## src/rtl/mem_pkg.sv

```systemverilog
// Shared definitions for the memory controller: FSM state encoding, the
// timeout limit, the error read pattern, and the latched request record.
// Imported by mem_ctrl and mem_timeout.
package mem_pkg;

    typedef enum logic [1:0] {
        IDLE   = 2'd0,
        ACCESS = 2'd1,
        DONE   = 2'd2
    } state_t;

    // Number of ACCESS cycles allowed without bus_ack before aborting.
    localparam logic [7:0]  MEM_TIMEOUT  = 8'd255;

    // Read data returned when a read is aborted by the timeout.
    localparam logic [15:0] MEM_ERR_DATA = 16'hFFFF;

    // Request captured at accept time and replayed onto the bus.
    typedef struct packed {
        logic        we;
        logic [15:0] addr;
        logic [15:0] wdata;
    } req_t;

    // Two-way source select used for both address and write-data muxing.
    function automatic logic [15:0] src_sel(input logic        sel,
                                            input logic [15:0] when_one,
                                            input logic [15:0] when_zero);
        return sel ? when_one : when_zero;
    endfunction

endpackage

```

## src/rtl/mem_timeout.sv

```systemverilog
// Access watchdog: counts ACCESS cycles since the last accept and flags the
// cycle in which the MEM_TIMEOUT-th ACCESS cycle is reached.
// Ports: clk, rst (sync, active-high), clear (accept), enable (in ACCESS),
// expired (combinational, high only while enable is high).
module mem_timeout
    import mem_pkg::*;
(
    input  logic clk,
    input  logic rst,
    input  logic clear,
    input  logic enable,
    output logic expired
);

    logic [7:0] r_count;

    // r_count holds the number of ACCESS cycles already completed, so the
    // MEM_TIMEOUT-th ACCESS cycle sees r_count == MEM_TIMEOUT-1.
    always_ff @(posedge clk) begin
        if (rst || clear) begin
            r_count <= 8'd0;
        end else if (enable && !expired) begin
            r_count <= r_count + 8'd1;
        end
    end

    assign expired = enable && (r_count == (MEM_TIMEOUT - 8'd1));

endmodule

```

## src/rtl/mem_ctrl.sv

```systemverilog
// Single-outstanding memory access controller between the instruction decoder
// and a req/ack bus. Reads complete with a one-cycle mem_ready pulse; writes
// are posted. Ports: decoder requests and address/data sources in, mem_busy /
// mem_ready / rdata out, bus_req/we/addr/wdata out, bus_rdata/bus_ack in.
// Optional MEM_CTRL_TIMEOUT_EN adds an ACCESS watchdog and a sticky bus_err.
module mem_ctrl
    import mem_pkg::*;
(
    input  logic        clk,
    input  logic        rst,
    input  logic        ram_read,
    input  logic        ram_write,
    input  logic        mem_sp,
    input  logic        mdata_sp,
    input  logic [15:0] alu_out,
    input  logic [15:0] sp,
    input  logic [15:0] pc,
    input  logic [15:0] reg_r_data,
    output logic        mem_busy,
    output logic        mem_ready,
    output logic [15:0] rdata,
    output logic        bus_req,
    output logic        bus_we,
    output logic [15:0] bus_addr,
    output logic [15:0] bus_wdata,
    input  logic [15:0] bus_rdata,
`ifdef MEM_CTRL_TIMEOUT_EN
    output logic        bus_err,
`endif
    input  logic        bus_ack
);

    state_t      r_state;
    state_t      w_state_nxt;
    req_t        r_req;
    req_t        w_req_in;
    logic [15:0] r_rdata;
    logic        w_accept;
    logic        w_timeout;
    logic        w_abort;

    // Write wins when both requests arrive together; the read is dropped.
    assign w_req_in.we    = ram_write;
    assign w_req_in.addr  = src_sel(mem_sp,   sp, alu_out);
    assign w_req_in.wdata = src_sel(mdata_sp, pc, reg_r_data);

`ifdef MEM_CTRL_TIMEOUT_EN
    logic r_bus_err;

    mem_timeout u_timeout (
        .clk     (clk),
        .rst     (rst),
        .clear   (w_accept),
        .enable  (r_state == ACCESS),
        .expired (w_timeout)
    );

    always_ff @(posedge clk) begin
        if (rst) begin
            r_bus_err <= 1'b0;
        end else if (w_abort) begin
            r_bus_err <= 1'b1;
        end
    end

    assign bus_err = r_bus_err;
`else
    assign w_timeout = 1'b0;
`endif

    // An ack in the expiring cycle still completes the access normally.
    assign w_abort = w_timeout && !bus_ack;

    always_ff @(posedge clk) begin
        if (rst) begin
            r_state <= IDLE;
        end else begin
            r_state <= w_state_nxt;
        end
    end

    // Outputs decode only registered state and latches, so they never
    // follow decoder or bus inputs combinationally.
    always_comb begin
        w_state_nxt = r_state;
        w_accept    = 1'b0;
        mem_busy    = 1'b0;
        mem_ready   = 1'b0;
        bus_req     = 1'b0;
        bus_we      = 1'b0;
        bus_addr    = 16'h0000;
        bus_wdata   = 16'h0000;
        case (r_state)
            IDLE: begin
                if (ram_read || ram_write) begin
                    w_accept    = 1'b1;
                    w_state_nxt = ACCESS;
                end
            end
            ACCESS: begin
                mem_busy  = 1'b1;
                bus_req   = 1'b1;
                bus_we    = r_req.we;
                bus_addr  = r_req.addr;
                bus_wdata = r_req.wdata;
                if (bus_ack || w_abort) begin
                    w_state_nxt = r_req.we ? IDLE : DONE;
                end
            end
            DONE: begin
                mem_ready   = 1'b1;
                w_state_nxt = IDLE;
            end
            default: begin
                w_state_nxt = IDLE;
            end
        endcase
    end

    always_ff @(posedge clk) begin
        if (rst) begin
            r_req   <= '0;
            r_rdata <= 16'h0000;
        end else begin
            if (w_accept) begin
                r_req <= w_req_in;
            end
            if ((r_state == ACCESS) && !r_req.we) begin
                if (bus_ack) begin
                    r_rdata <= bus_rdata;
                end else if (w_abort) begin
                    r_rdata <= MEM_ERR_DATA;
                end
            end
        end
    end

    assign rdata = r_rdata;

endmodule

```

## config.mk

```make
export PLATFORM = sky130hd
export DESIGN_NAME = mem_ctrl
export DESIGN_NICKNAME = d
export VERILOG_FILES = /design/src/rtl/mem_pkg.sv /design/src/rtl/mem_timeout.sv /design/src/rtl/mem_ctrl.sv
export SDC_FILE = /design/constraint.sdc
export NUM_CORES = 1
export LEC_CHECK = 0
export CORE_ASPECT_RATIO = 1.5
export CORE_UTILIZATION = 35
export CTS_CLUSTER_SIZE = 14
export DETAILED_ROUTE_END_ITERATION = 10
export PLACE_DENSITY = 0.77
export REMOVE_ABC_BUFFERS = 1
export SYNTH_ARGS = -nofsm -noshare
export SYNTH_HDL_FRONTEND = slang
export SYNTH_SLANG_ARGS = --single-unit
export TNS_END_PERCENT = 5
```

## constraint.sdc

```tcl
create_clock -name clk -period 1.1 [get_ports clk]
set_input_delay 0.11 -clock clk [delete_from_list [all_inputs] [get_ports clk]]
set_output_delay 0.11 -clock clk [all_outputs]
set_load 0.02 [all_outputs]
```

==> writeup.txt <==
The flow ran to the end, but the final reports show violations. The checks that failed: negative setup slack. For the post-place setup slack, the log shows -0.501 ns. The run gives -0.348 ns as the worst setup slack after layout. Worst setup path category: reg2out. The cell sitting at the root of the clock tree is a clkbuf_8. Once detailed placement completed, the half-perimeter wirelength came to 5.37 mm. For the pin with the worst max-slew slack, the measured transition is 0.528 ns. The number of H-tree levels was 2; the sequential cell area was 1020 um^2.

The number of max-slew violations in the final report is 0. The run gives 1.45 ns for the minimum clock period. Entering global routing, the biggest net connects 33 pins.

The run gives 86 for the final tally of setup violations. The combinational gate area is 1410 um^2. The worst-case reg-to-reg path depth is 4. The logs give 0.99 ns for the endpoint required time on the critical path and 0 for the number of hold violations in the final report. With the number of synthesis warnings at 0, the via count normalized by instance count is 4.99. The run gives 0 as the max-capacitance violation count. With the area fraction of the dominant cell type after synthesis at 0.400, the number of placed I/O pins is 139.

For the critical path arrival, the log shows 1.34 ns. The number of antenna violations at the first check in global routing is 0, and the maximum net fanout on the critical path is 12. The repair_antennas step left the layout with diodes totalling 0. After technology mapping, the gate count stands at 271. Per the STA report, the cell with the highest stage delay on the worst path is dfxtp_2.

The number of hold buffers added after CTS was 0. The nature of the critical path endpoint was an output pin. The tools report the number of clock buffers inserted by TritonCTS as 5.

The clock transition at the registers of the reported paths was 0.09 ns. The share of the clock period used by the worst path came out at 1.32. The die is 71.8 um wide.

The run gives 107 um for the die height.
[final timing paths]
kind / startpoint / endpoint / slack [ns]
setup / recovery: r_state[1] / bus_addr[14] / -0.35
hold / removal: rst / r_state[1] / 0.32
setup reg to reg: r_state[1] / r_req[13] / -0.27
hold reg to reg: rdata[3] / rdata[3] / 0.46
[report_power, final]
group	switching, uW	leakage (uW)	internal [uW]
clock network	603	0.0000612	737
logic	710	0.00128	813
registers	79.1	0.000422	2020
total	1390	0.00176	3570
[kinds of logic (layout without fill, tap and decap cells)]
kind of cell	Yosys count	in the layout	synth area share
flops	51	51	0.400
compound gates	83	83	0.255
simple gates	76	76	0.158
mux	32	32	0.125
buf+inv	29	177	0.0627
[cell type report]
cell class,count,share of cell area
Clock buffer,6,0.0198
Clock inverter,2,0.00840
Multi-Input combinational cell,191,0.338
Sequential cell,51,0.245
Tap cell,78,0.0234
Timing Repair Buffer,169,0.365
[state kept, by name (all words and copies together) (netlist names)]
| signal | cells |
|---|---|
| rdata | 16 |
| r_req | 33 |
| r_state | 2 |
[cells in the mapped netlist, drive strengths merged]
cell type / n
a211oi: 32
a21bo: 1
a21oi: 50
and2: 34
and2b: 1
and4bb: 1
buf: 14
clkbuf: 15
dfxtp: 51
mux2i: 32
nand2: 34
nand2b: 1
nand4bb: 1
nor2: 2
nor2b: 1
or2: 1
[critical path: cells and delay by family (launching register included)]
family / cells / cell delay, ns
DFF: 1 / 0.33
buffers and inverters: 2 / 0.30
and+or+nand+nor: 2 / 0.41
[through the flow]
stage,power (uW),cell area (um^2),hold slack [ns]
after detailed placement,3670,4130,0.449
final,4960,4170,0.324
after global routing,5200,4170,0.337
after global placement,3630,4130,0.441
after CTS,4970,4140,0.297
after floorplan,2800,2390,0.175
[layout by cell type (no fill, tap or decap), drive strengths merged]
cell	n
and4bb	1
clkdlybuf4s50	85
dfxtp	51
a211oi	32
nor2b	1
mux2i	32
clkdlybuf4s15	5
bufinv	1
nand2b	1
nand2	34
and2b	1
a21bo	1
clkbuf	17
and2	34
a21oi	50
buf	68
nand4bb	1
or2	1
nor2	2
clkinv	1
[layer usage]
layer / GRT usage / share of wire
met1: 0.220 / 0.40
met2: 0.339 / 0.49
met3: 0.0602 / 0.082
met4: 0.0728 / 0.025
met5: 0 / 0
[timing repair]
| item | 4_1_cts | 5_1_grt |
|---|---|---|
| cloned | 1 | 0 |
| gates resized | 194 | 37 |
| setup buffers | 0 | 2 |
| endpoints found under the setup margin | 102 | 101 |
| pin swaps | 12 | 14 |
layer_met4.png
(4 px per um)
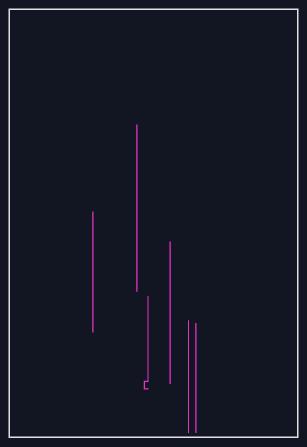
wire length on this layer	187 um
nets with wire on the layer	6
longest straight run	41.5 um
share of all routed wire	2.5%
main direction	vertical
wire length after detailed routing: 7.36 mm
total via count in the routed design: 2479

clk_routes.png
(6 px per um)
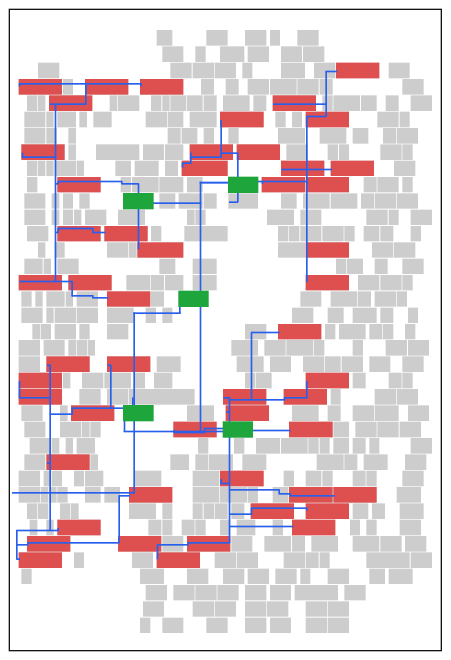
[flip-flops] red | count: 51
[clock wires] blue | length: 596 um
[clock drivers] green | count: 5
routed clock nets	6
clock insertion delay at the later pin of the skew report: 0.30 ns
Clock Skews: 0.00657 ns
proportion of power drawn by the clock network: 0.270

cell_density.png
(2 px per um) 7 x 11 tiles, from white (low) to dark blue (high), 0 to 100% covered.
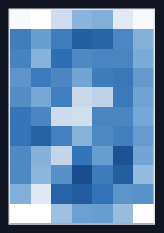
fullest tile	88%
tiles over 75% full	12%
nearly empty tiles	5.2%
core utilization of the finished layout: 0.600
total core area: 6940 um^2
Initial Utilization: 0.368

congestion.png
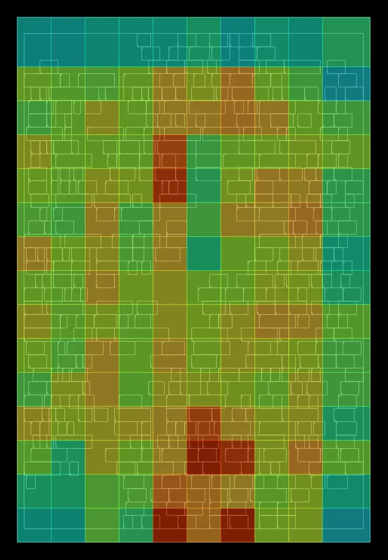
met3 usage in global routing: 0.0602
Global Route Usage Sum: 0.195

Power is estimated from default activity; no workload was simulated.
